==> images/power_grid.png <==
Bar = 50 microns. Pins as bars on the die edge.
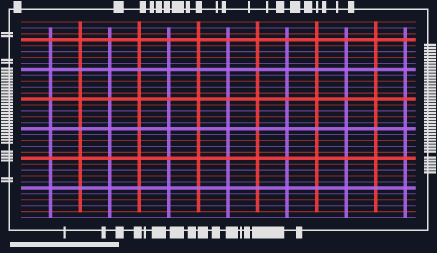
==> images/placement_by_type.png <==
Fill, decap, tap and diode cells in grey.
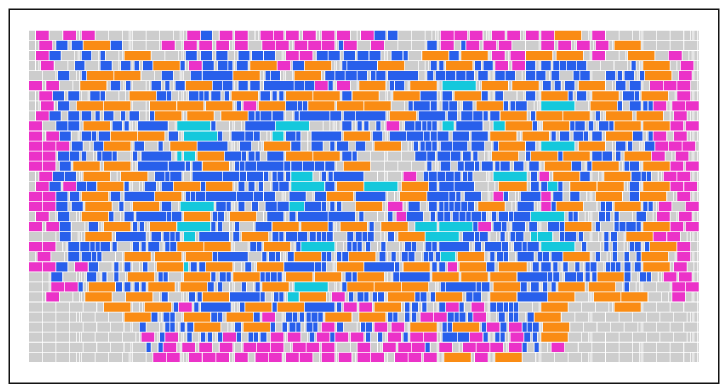
==> images/clk_routes.png <==
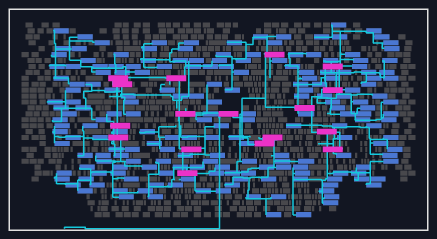
==> images/wires.png <==
Bar = 50 microns. Two of the layers only.
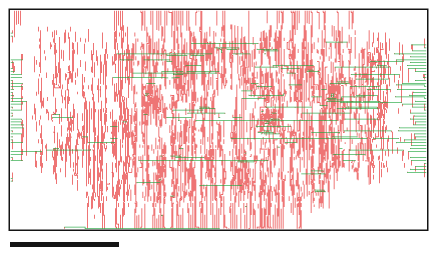
<file path="config.mk">
export PLATFORM = sky130hd
export DESIGN_NAME = cla_seq_adder
export DESIGN_NICKNAME = d
export VERILOG_FILES = /design/src/rtl/cla_seq_adder.sv
export SDC_FILE = /design/constraint.sdc
export NUM_CORES = 1
export LEC_CHECK = 0
export CAP_MARGIN = 20
export CORE_ASPECT_RATIO = 0.5
export CORE_MARGIN = 5
export CORE_UTILIZATION = 55
export CTS_BUF_LIST = sky130_fd_sc_hd__clkbuf_16
export CTS_CLUSTER_SIZE = 28
export DETAILED_ROUTE_END_ITERATION = 12
export MAX_ROUTING_LAYER = met4
export PLACE_DENSITY = 0.85
export SKIP_CTS_REPAIR_TIMING = 1
export SLEW_MARGIN = 20
export SYNTH_ARGS = -nofsm -noshare
export SYNTH_HDL_FRONTEND = slang
export SYNTH_SLANG_ARGS = --single-unit
</file>
<file path="constraint.sdc">
create_clock -name clk -period 10 [get_ports clk]
set_clock_uncertainty 0.15 [all_clocks]
set_input_delay 1.5 -clock clk [delete_from_list [all_inputs] [get_ports clk]]
set_output_delay 1.5 -clock clk [all_outputs]
set_load 0.02 [all_outputs]
</file>
<file path="src/rtl/cla_seq_adder.sv">
// Multi-cycle WIDTH-bit add/subtract that reuses one SLICE-bit carry-lookahead adder,
// stepping LSB slice to MSB slice with the slice carry held in a register between steps.

module cla_grp4 (
    input  logic [3:0] a,
    input  logic [3:0] b,
    input  logic       ci,
    output logic [3:0] s,
    output logic       gg,
    output logic       gp
);
    logic [3:0] p, g, c;

    always_comb begin
        p    = a ^ b;
        g    = a & b;
        c[0] = ci;
        c[1] = g[0] | (p[0] & ci);
        c[2] = g[1] | (p[1] & g[0]) | (p[1] & p[0] & ci);
        c[3] = g[2] | (p[2] & g[1]) | (p[2] & p[1] & g[0]) | (p[2] & p[1] & p[0] & ci);
        s    = p ^ c;
        gg   = g[3] | (p[3] & g[2]) | (p[3] & p[2] & g[1]) | (p[3] & p[2] & p[1] & g[0]);
        gp   = &p;
    end
endmodule

module cla_slice #(
    parameter int SLICE = 16
) (
    input  logic [SLICE-1:0] a,
    input  logic [SLICE-1:0] b,
    input  logic             ci,
    output logic [SLICE-1:0] s,
    output logic             co,
    output logic             c_top
);
    localparam int NGRP = SLICE / 4;

    logic [NGRP-1:0] gg, gp;
    logic [NGRP:0]   gc;

    for (genvar j = 0; j < NGRP; j++) begin : g_grp
        cla_grp4 u_grp (
            .a (a[4*j +: 4]),
            .b (b[4*j +: 4]),
            .ci(gc[j]),
            .s (s[4*j +: 4]),
            .gg(gg[j]),
            .gp(gp[j])
        );
    end

    // Flat lookahead: each group carry is a sum of generate terms gated by the
    // propagates above them, so no carry ripples group-to-group.
    always_comb begin : la
        logic t;
        gc    = '0;
        gc[0] = ci;
        for (int j = 1; j <= NGRP; j++) begin
            t = ci;
            for (int m = 0; m < j; m++) t = t & gp[m];
            gc[j] = t;
            for (int k = 0; k < j; k++) begin
                t = gg[k];
                for (int m = k + 1; m < j; m++) t = t & gp[m];
                gc[j] = gc[j] | t;
            end
        end
    end

    assign co    = gc[NGRP];
    assign c_top = s[SLICE-1] ^ a[SLICE-1] ^ b[SLICE-1];
endmodule

module cla_seq_adder #(
    parameter int WIDTH = 64,
    parameter int SLICE = 16
) (
    input  logic             clk,
    input  logic             rst,
    input  logic             in_valid,
    output logic             in_ready,
    input  logic [WIDTH-1:0] a,
    input  logic [WIDTH-1:0] b,
    input  logic             cin,
    input  logic             sub,
    output logic             out_valid,
    input  logic             out_ready,
    output logic [WIDTH-1:0] sum,
    output logic             cout,
    output logic             ovf,
    output logic             busy
);
    localparam int NSLICE = WIDTH / SLICE;
    localparam int IDXW   = (NSLICE > 1) ? $clog2(NSLICE) : 1;

    typedef enum logic [1:0] {IDLE, RUN, DONE} state_t;

    state_t            state_q, state_d;
    logic [WIDTH-1:0]  a_q, b_q, sum_q;
    logic              c_q, cout_q, ovf_q;
    logic [IDXW-1:0]   idx_q;
    logic [SLICE-1:0]  s_s;
    logic              s_co, s_ctop, last;

    assign last = (idx_q == IDXW'(NSLICE - 1));

    cla_slice #(.SLICE(SLICE)) u_slice (
        .a    (a_q[idx_q*SLICE +: SLICE]),
        .b    (b_q[idx_q*SLICE +: SLICE]),
        .ci   (c_q),
        .s    (s_s),
        .co   (s_co),
        .c_top(s_ctop)
    );

    always_ff @(posedge clk) begin
        if (rst) state_q <= IDLE;
        else     state_q <= state_d;
    end

    always_comb begin
        state_d = state_q;
        case (state_q)
            IDLE:    if (in_valid)  state_d = RUN;
            RUN:     if (last)      state_d = DONE;
            DONE:    if (out_ready) state_d = IDLE;
            default:                state_d = IDLE;
        endcase
    end

    // Subtraction is A + ~B + 1, so B is inverted at capture and the +1 rides in the carry.
    always_ff @(posedge clk) begin
        if (rst) begin
            a_q    <= '0;
            b_q    <= '0;
            sum_q  <= '0;
            c_q    <= 1'b0;
            cout_q <= 1'b0;
            ovf_q  <= 1'b0;
            idx_q  <= '0;
        end else begin
            case (state_q)
                IDLE: if (in_valid) begin
                    a_q   <= a;
                    b_q   <= sub ? ~b : b;
                    c_q   <= sub ? 1'b1 : cin;
                    idx_q <= '0;
                    sum_q <= '0;
                end
                RUN: begin
                    sum_q[idx_q*SLICE +: SLICE] <= s_s;
                    c_q <= s_co;
                    if (last) begin
                        cout_q <= s_co;
                        ovf_q  <= s_ctop ^ s_co;
                    end else begin
                        idx_q <= idx_q + 1'b1;
                    end
                end
                default: ;
            endcase
        end
    end

    assign in_ready  = (state_q == IDLE);
    assign out_valid = (state_q == DONE);
    assign busy      = (state_q != IDLE);
    assign sum       = sum_q;
    assign cout      = cout_q;
    assign ovf       = ovf_q;
endmodule

</file>
==> results_dict.tcl <==
# yosys + openroad results
set metrics [dict create \
    rsz0062_at_grt "no" \
    taps 227 \
    die_area_sq_um 19300 \
    root_buffer "clkbuf_16" \
    layout_top_cells "clkdlybuf4s50_1, dfxtp_1, nor2_1" \
    drc 0 \
    setup_slack_ns 5.57 \
    dr_wl_met3_mm 1.72 \
    topCellsByArea "dfxtp_1, mux4_2, xnor2_1" \
    hold_path.class "reg2reg" \
    path_class "reg2reg" \
    status "complete, no violations" \
    n_clock_buffer 17 \
    worstPathRequired_ns 10.21 \
    nets 1315 \
    slowest_delay_ns 0.58 \
    crit_path_max_fanout 29 \
    nNonClkBuffers 209 \
    finalWirelength_mm 24.4 \
    cts_tree "done" \
    route.met2.wl_mm 11.8 \
    p_total_mw 1.88 \
    power_density_nw_per_um2 160 \
    core_area_sq_um 16300 \
    report.final.slew_viol_count 0 \
    pre_cts_ws_ns 5.69 \
    grt_util_met2 0.416 \
    grt_pass1_wl_mm 38.6 \
    cpLargestDelayFamily "AND-OR/OR-AND gates" \
    wire_per_inst_microns 17.4 \
    antenna_found_initial 0 \
    reg2reg_slack_ns 5.57 \
    die-width_microns 191 \
    busiest_layer "met2" \
    fmax_mhz 226 \
    finalCritPeriodShare 0.443 \
    grtUsageMet3 0.0360 \
    final-nonclk-buf-share 0.177 \
    crit_buf_inv 2 \
    fin_cells 1397 \
]
About power_grid.png:
legend:
  red:
    net: VDD
  purple:
    net: VSS
signal pins: 203
met5 straps: 6
met4 straps: 13

About placement_by_type.png:
legend:
  orange:
    class: sequential cells
    cells: 199
  cyan:
    class: clock drivers and dummy loads
    cells: 32
  magenta:
    class: remaining buffers and delay cells
    cells: 209
  blue:
    class: combinational and other logic
    cells: 730

About clk_routes.png:
legend:
  magenta:
    item: clock drivers
    count: 17
  cyan:
    item: clock wires
    length: 2,100 microns
  blue:
    item: flip-flops
    count: 199
routed clock nets: 18

About wires.png:
legend:
  red:
    layer: metal 2
    wire_length: 11,800 microns
  green:
    layer: metal 3
    wire_length: 1,720 microns

## registers in the layout, summed over array words and instances (netlist names)
name     count
b_q         64
a_q         64
state_q      2
cout         1
sum         64
c_q          1
ovf          1
idx_q        2
## worst paths after layout
kind | cells after the start | endpoint | from
setup / recovery | 12 | sum[61]$_SDFFE_PP0P_ | idx_q[0]$_SDFFE_PP0P_
hold / removal | 2 | a_q[33]$_SDFFE_PP0P_ | a_q[33]$_SDFFE_PP0P_
hold reg to reg | 2 | a_q[33]$_SDFFE_PP0P_ | a_q[33]$_SDFFE_PP0P_
setup reg to reg | 12 | sum[61]$_SDFFE_PP0P_ | idx_q[0]$_SDFFE_PP0P_
## cell families after synthesis
group | after synthesis | share of synthesized area
adders and majority gates | 24 | 0.0365
xor gates and xnor gates | 72 | 0.0697
DFF | 199 | 0.440
buffers and inverters | 92 | 0.0390
muxes | 33 | 0.0807
AOI/OAI and AO/OA | 239 | 0.173
and+or+nand+nor | 342 | 0.161
## cell usage after synthesis, types with 8 or more instances
| master | instances |
|---|---|
| nor2_1 | 145 |
| a22oi_1 | 34 |
| o21ai_0 | 13 |
| inv_1 | 20 |
| mux4_2 | 32 |
| nand3b_1 | 13 |
| nand2b_1 | 8 |
| a21oi_1 | 94 |
| buf_1 | 11 |
| nand2_1 | 141 |
| clkbuf_1 | 55 |
| ha_1 | 20 |
| a211oi_1 | 65 |
| xnor2_1 | 68 |
| dfxtp_1 | 199 |
| nor3_1 | 9 |
## power breakdown
group	internal, mW	switching [mW]
clock network	0.330	0.329
registers	0.837	0.0295
logic	0.158	0.193
## worst min-delay path, stage by stage (launching register included)
cell	delay, ns
dfxtp_1	0.31
nand2_1	0.05
a21oi_1	0.05
Power and IR drop assume default switching activity.
